Figure 1. Placement by cell class.
Fill, decap, tap and diode cells in grey.
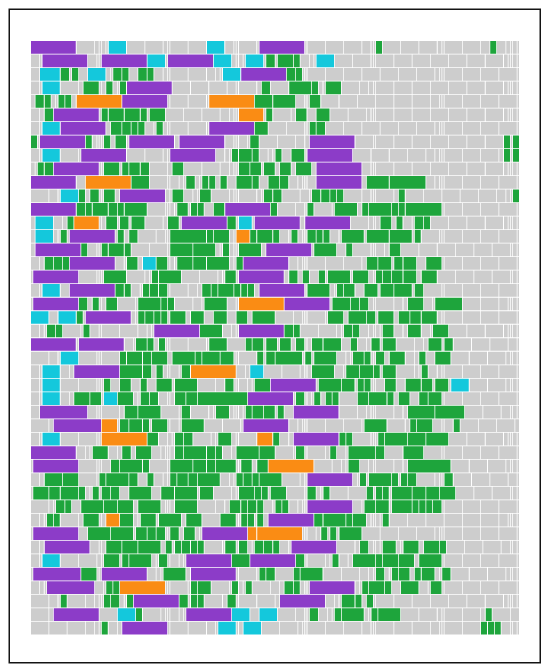
Figure 2. Routed metal per tile.
Bar = 20 µm. The die is cut into 21 by 26 equal tiles; dark blue is low, red is high, scaled to the fullest tile. Values are wire area over tile area, all layers added.
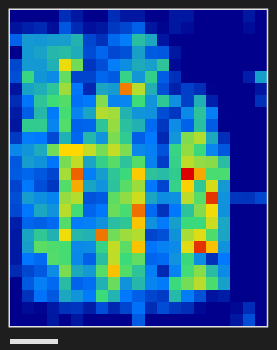
Figure 3. Clock routing.
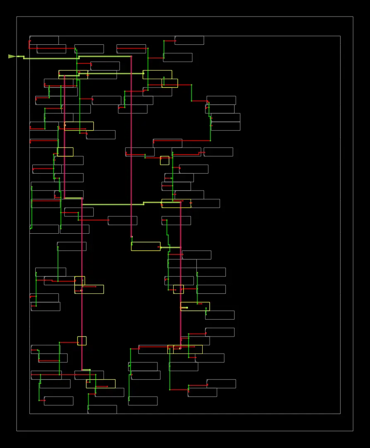
[src/rtl/video_field_detect.sv]
// Passive timing monitor for the scandoubler: line length, frame length, field phase, interlace and lock.
// Optional active-width measurement is built when VFD_BLANK_MEASURE_EN is defined; otherwise hactive is 0.
module video_field_detect #(
    parameter int HW         = 12,
    parameter int VW         = 11,
    parameter int HTOL       = 2,
    parameter int LOCK_LINES = 8,
    parameter int TIMEOUT    = 4095
) (
    input  logic          clk_28,
    input  logic          reset,
    input  logic          _hsync_in,
    input  logic          _vsync_in,
    input  logic          blank_in,
    output logic [HW-1:0] hperiod,
    output logic [VW-1:0] vlines,
    output logic          field,
    output logic          interlaced,
    output logic          stable,
    output logic          frame_stb,
    output logic [HW-1:0] hactive
);

    typedef enum logic [1:0] {
        SEARCH = 2'd0,
        TRACK  = 2'd1,
        LOCKED = 2'd2
    } state_t;

    localparam logic [HW-1:0] HMAX       = {HW{1'b1}};
    localparam logic [VW-1:0] VMAX       = {VW{1'b1}};
    localparam logic [HW-1:0] HTOL_W     = HW'(HTOL);
    localparam logic [HW-1:0] TIMEOUT_W  = HW'(TIMEOUT);
    localparam int            MW         = (LOCK_LINES > 2) ? $clog2(LOCK_LINES) : 1;
    localparam logic [MW-1:0] MATCH_LAST = MW'(LOCK_LINES - 1);

    logic          r_hs, r_hs_d, r_vs, r_vs_d;
    logic [HW-1:0] r_hcnt;
    logic [VW-1:0] r_lcnt;
    logic [HW-1:0] r_hperiod;
    logic [VW-1:0] r_vlines;
    logic          r_field;
    logic          r_prev_valid;
    logic          r_alt;
    logic          r_interlaced;
    logic          r_stable;
    logic          r_frame_stb;
    state_t        r_state;
    logic [HW-1:0] r_ref;
    logic [MW-1:0] r_match;

    logic          w_hs_fall, w_vs_fall, w_timeout;
    logic [HW-1:0] w_hcnt_inc;
    logic [VW-1:0] w_lcnt_inc, w_lcnt_cur;
    logic [HW-1:0] w_hp_cur, w_q1, w_delta;
    logic [HW+1:0] w_hp_x3, w_q3;
    logic          w_phase, w_in_tol;
    logic [MW-1:0] w_match_inc;

    assign w_hs_fall  = ~r_hs & r_hs_d;
    assign w_vs_fall  = ~r_vs & r_vs_d;
    assign w_hcnt_inc = (r_hcnt == HMAX) ? HMAX : r_hcnt + 1'b1;
    assign w_lcnt_inc = (r_lcnt == VMAX) ? VMAX : r_lcnt + 1'b1;
    // A vsync edge coinciding with an hsync edge closes the line that just ended.
    assign w_lcnt_cur = w_hs_fall ? w_lcnt_inc : r_lcnt;
    assign w_hp_cur   = w_hs_fall ? w_hcnt_inc : r_hperiod;
    assign w_timeout  = (r_hcnt == TIMEOUT_W) && !w_hs_fall;

    assign w_q1    = w_hp_cur >> 2;
    assign w_hp_x3 = {2'b00, w_hp_cur} + {1'b0, w_hp_cur, 1'b0};
    assign w_q3    = w_hp_x3 >> 2;
    assign w_phase = !w_hs_fall && (r_hcnt >= w_q1) && ({2'b00, r_hcnt} < w_q3);

    assign w_delta     = (w_hcnt_inc >= r_ref) ? (w_hcnt_inc - r_ref) : (r_ref - w_hcnt_inc);
    assign w_in_tol    = (w_delta <= HTOL_W);
    assign w_match_inc = r_match + 1'b1;

    always_ff @(posedge clk_28 or negedge reset) begin
        if (!reset) begin
            r_hs         <= 1'b1;
            r_hs_d       <= 1'b1;
            r_vs         <= 1'b1;
            r_vs_d       <= 1'b1;
            r_hcnt       <= '0;
            r_lcnt       <= '0;
            r_hperiod    <= '0;
            r_vlines     <= '0;
            r_field      <= 1'b0;
            r_prev_valid <= 1'b0;
            r_alt        <= 1'b0;
            r_interlaced <= 1'b0;
            r_stable     <= 1'b0;
            r_frame_stb  <= 1'b0;
            r_state      <= SEARCH;
            r_ref        <= '0;
            r_match      <= '0;
        end else begin
            r_hs        <= _hsync_in;
            r_hs_d      <= r_hs;
            r_vs        <= _vsync_in;
            r_vs_d      <= r_vs;
            r_frame_stb <= w_vs_fall;
            r_hcnt      <= w_hs_fall ? '0 : w_hcnt_inc;

            if (w_hs_fall) begin
                r_hperiod <= w_hcnt_inc;
                r_lcnt    <= w_lcnt_inc;
                case (r_state)
                    SEARCH: begin
                        r_ref    <= w_hcnt_inc;
                        r_match  <= '0;
                        r_state  <= TRACK;
                        r_stable <= 1'b0;
                    end
                    TRACK: begin
                        if (!w_in_tol) begin
                            r_state <= SEARCH;
                        end else begin
                            r_match <= w_match_inc;
                            if (w_match_inc == MATCH_LAST) begin
                                r_state  <= LOCKED;
                                r_stable <= 1'b1;
                            end
                        end
                    end
                    LOCKED: begin
                        if (!w_in_tol) begin
                            r_state  <= SEARCH;
                            r_stable <= 1'b0;
                        end
                    end
                    default: begin
                        r_state  <= SEARCH;
                        r_stable <= 1'b0;
                    end
                endcase
            end

            if (w_vs_fall) begin
                r_vlines     <= w_lcnt_cur;
                r_lcnt       <= '0;
                r_field      <= w_phase;
                r_prev_valid <= 1'b1;
                // Interlace needs two successive field flips with a trusted predecessor frame.
                if (!r_prev_valid) begin
                    r_alt        <= 1'b0;
                    r_interlaced <= 1'b0;
                end else if (w_phase != r_field) begin
                    r_alt        <= 1'b1;
                    r_interlaced <= r_alt;
                end else begin
                    r_alt        <= 1'b0;
                    r_interlaced <= 1'b0;
                end
            end

            if (w_timeout) begin
                r_state      <= SEARCH;
                r_hperiod    <= '0;
                r_stable     <= 1'b0;
                r_interlaced <= 1'b0;
                r_field      <= 1'b0;
                r_prev_valid <= 1'b0;
                r_alt        <= 1'b0;
            end
        end
    end

    assign hperiod    = r_hperiod;
    assign vlines     = r_vlines;
    assign field      = r_field;
    assign interlaced = r_interlaced;
    assign stable     = r_stable;
    assign frame_stb  = r_frame_stb;

`ifdef VFD_BLANK_MEASURE_EN
    logic          r_blank;
    logic [HW-1:0] r_actcnt;
    logic [HW-1:0] r_hactive;

    always_ff @(posedge clk_28 or negedge reset) begin
        if (!reset) begin
            r_blank   <= 1'b1;
            r_actcnt  <= '0;
            r_hactive <= '0;
        end else begin
            r_blank <= blank_in;
            if (w_timeout) begin
                r_actcnt <= '0;
            end else if (w_hs_fall) begin
                r_hactive <= r_actcnt;
                r_actcnt  <= '0;
            end else if (!r_blank && (r_actcnt != HMAX)) begin
                r_actcnt <= r_actcnt + 1'b1;
            end
        end
    end

    assign hactive = r_hactive;
`else
    logic w_unused_blank;
    assign w_unused_blank = blank_in;
    assign hactive        = '0;
`endif

endmodule

[config.mk]
export PLATFORM = sky130hd
export DESIGN_NAME = video_field_detect
export DESIGN_NICKNAME = d
export VERILOG_FILES = /design/src/rtl/video_field_detect.sv
export SDC_FILE = /design/constraint.sdc
export NUM_CORES = 1
export LEC_CHECK = 0
export CORE_ASPECT_RATIO = 1.25
export CORE_MARGIN = 4
export CORE_UTILIZATION = 45
export DETAILED_ROUTE_END_ITERATION = 10
export PLACE_DENSITY = 0.67
export SLEW_MARGIN = 40
export SYNTH_ARGS = -nofsm -noshare
export SYNTH_HDL_FRONTEND = slang
export SYNTH_SLANG_ARGS = --single-unit
[constraint.sdc]
create_clock -name clk_28 -period 5.95 [get_ports clk_28]
set_input_delay 1.4875 -clock clk_28 [delete_from_list [all_inputs] [get_ports clk_28]]
set_output_delay 1.4875 -clock clk_28 [all_outputs]
set_load 0.005 [all_outputs]
==> impl_metrics.toml <==
# synthesis and place-and-route metrics
[final_timing]
max_freq_ghz = 0.188
whs_ns = 0.362
hold_viol = 0
slew_headroom_pct = 53.1
fin_tns_setup_ns = 0
rsz0062_at_grt = "no"
tightestPinTransition_ns = 0.700
setup_viol = 0
finalCritPeriodShare_pct = 89.5
layout_min_cycle_time_ns = 5.33
drv_slew = 0
finClkSkew_ns = 0.00946

[finish]
sh_seq_area_pct = 29.7
nNonClkBuffers = 34
layout.nets = 715
nonClkBufAreaFrac_pct = 5.38
inv_count = 49
multi_input_comb_cells = 487
mi_logic_area_mm2 = 0.00332
biggestCellCategory = "multi-input combinational cells"
fin_cells = 820
fillers = 1115
layout_top_cell = "nor2_1"
post-route-util_pct = 52.3
clock_cell_area_share_pct = 4.71
syn_to_final_growth_pct = 12.6
design_area_mm2 = 0.00616

[worst_setup_path]
crit_fanout = 10
worstSetupPathType = "register to register"
r2r_slack_ns = 0.62
r2r_cells = 21
critPathTopFamily = "AND-OR/OR-AND gates"
endpoint_kind = "register"
r2r_start = "r_hcnt[0]$_DFF_PN0_"
critPathRequiredTime_ns = 6.17
path_common_cell = "ha_1"
r2r-end = "r_alt$_DFFE_PN0P_"
cp.depth = 21
critPathSlowestCell = "o41ai_1"
path_cells = "ha_1, and3_1, and4_1, nor2_1, buf_4, o21ai_0, ha_1, a31oi_1, nor2_1, o41ai_1, a21oi_1, a21o_1, a21oi_2, xnor2_1, ha_1, nor2b_1, o21ai_0, nand3_1, a211oi_1, mux2i_1, a31o_2"
crit_path_max_incr_delay_ns = 0.50

[clocking]
postCtsSetupBuffers = 0
clk_pin_slew_worst_paths_ns = 0.06
cts_made_buffers = 9
root_buffer = "clkbuf_16"
ctsResizeCount = 0
tritoncts = "done"
cts_hold_buffers = 0
cts_max_level = 3

[floorplan]
num_rows = 44
initCoreUtil_pct = 46.4
taps = 161
core_mm2 = 0.0118

[routing]
wl_met2_um = 6440
drt-total-wl_um = 12600
detail_route.wl_per_cell_um = 15.4
dr.pass1.iters = 4
vias = 4595
drtIter0Drc = 297
drt.antenna.violating_nets = 0

[place]
pre_cts_slack_ns = 0.457
dp_hpwl_um = 9540
port_buffers = 30
globalplace.congestion = 0.855
placed_area_mm2 = 0.00587

[synth]
flop_cell = "dfrtp_1"
netlist_instances = 633
syn_area_mm2 = 0.00547
area_leaders = "dfrtp_1, ha_1, nor2_1"
aoi_share_pct = 20.4
yosys_area_mm2 = 0.00547
syn_avg_cell_area_um2 = 8.64
mux_share_pct = 0.755
synth_simple_gate_area_share_pct = 20.2
synth-edff-count = 0
yosys.cell_types.count = 80
ys.flops = 73
ys_cells = 633
ys_sh_adder_pct = 13.6
netlist_logic_family_top = "AND-OR/OR-AND gates"
yosys_warnings = 0
top_cells_by_count = "nor2_1, dfrtp_1, nand2_1"
ys_sh_xor_pct = 4.64
top_cell_area_share_pct = 31.6

[global_routing]
grt_pass1_vias = 4693
grt-ovfl-total = 0
top_usage_layer = "met2"
met3_usage_pct = 2.89
antenna_found_initial = 0
grt_use_total_pct = 19.0
grt_max_degree = 74

[job]
cap_violations = 0
warnings = 38

[status]
status = "complete, no violations"

[pwr]
finalPower_w = 0.00242
switchingPower_w = 0.000987
switching_share_pct = 40.8
power-top-group = "combinational logic"
p_clk_share_pct = 21.4
p_comb_share_pct = 53.8
powerClk_w = 0.000517
powerComb_w = 0.00130
vdd_drop_max_v = 0.000193
pwr-share-seq_pct = 24.9
pg_seq_w = 0.000603
internal_power_w = 0.00143
leakage_nw = 2.94

[min_path]
holdCritStartpoint = "r_vs$_DFF_PN1_"
hold_class = "register to register"
hold_depth = 0
## Picture notes: Figure 1
sequential cells: marked purple, cells 73, share of their area 31%. remaining buffers and delay cells: marked cyan, cells 34, share of their area 5.6%. clock drivers and dummy loads: marked orange, cells 16, share of their area 4.9%. remaining logic cells: marked green, cells 536, share of their area 59%.

## Picture notes: Figure 2
The fullest tile reaches 0.55. 23% of the tiles are nearly empty. The densest ninth of the die: centre. The mean over all tiles is 0.14.

## Picture notes: Figure 3
clk sink count: 73
clock buf count: 11
clk_lat worst skew: 0.34 ns

No activity file was given, so power comes from the tool's default toggle rates.
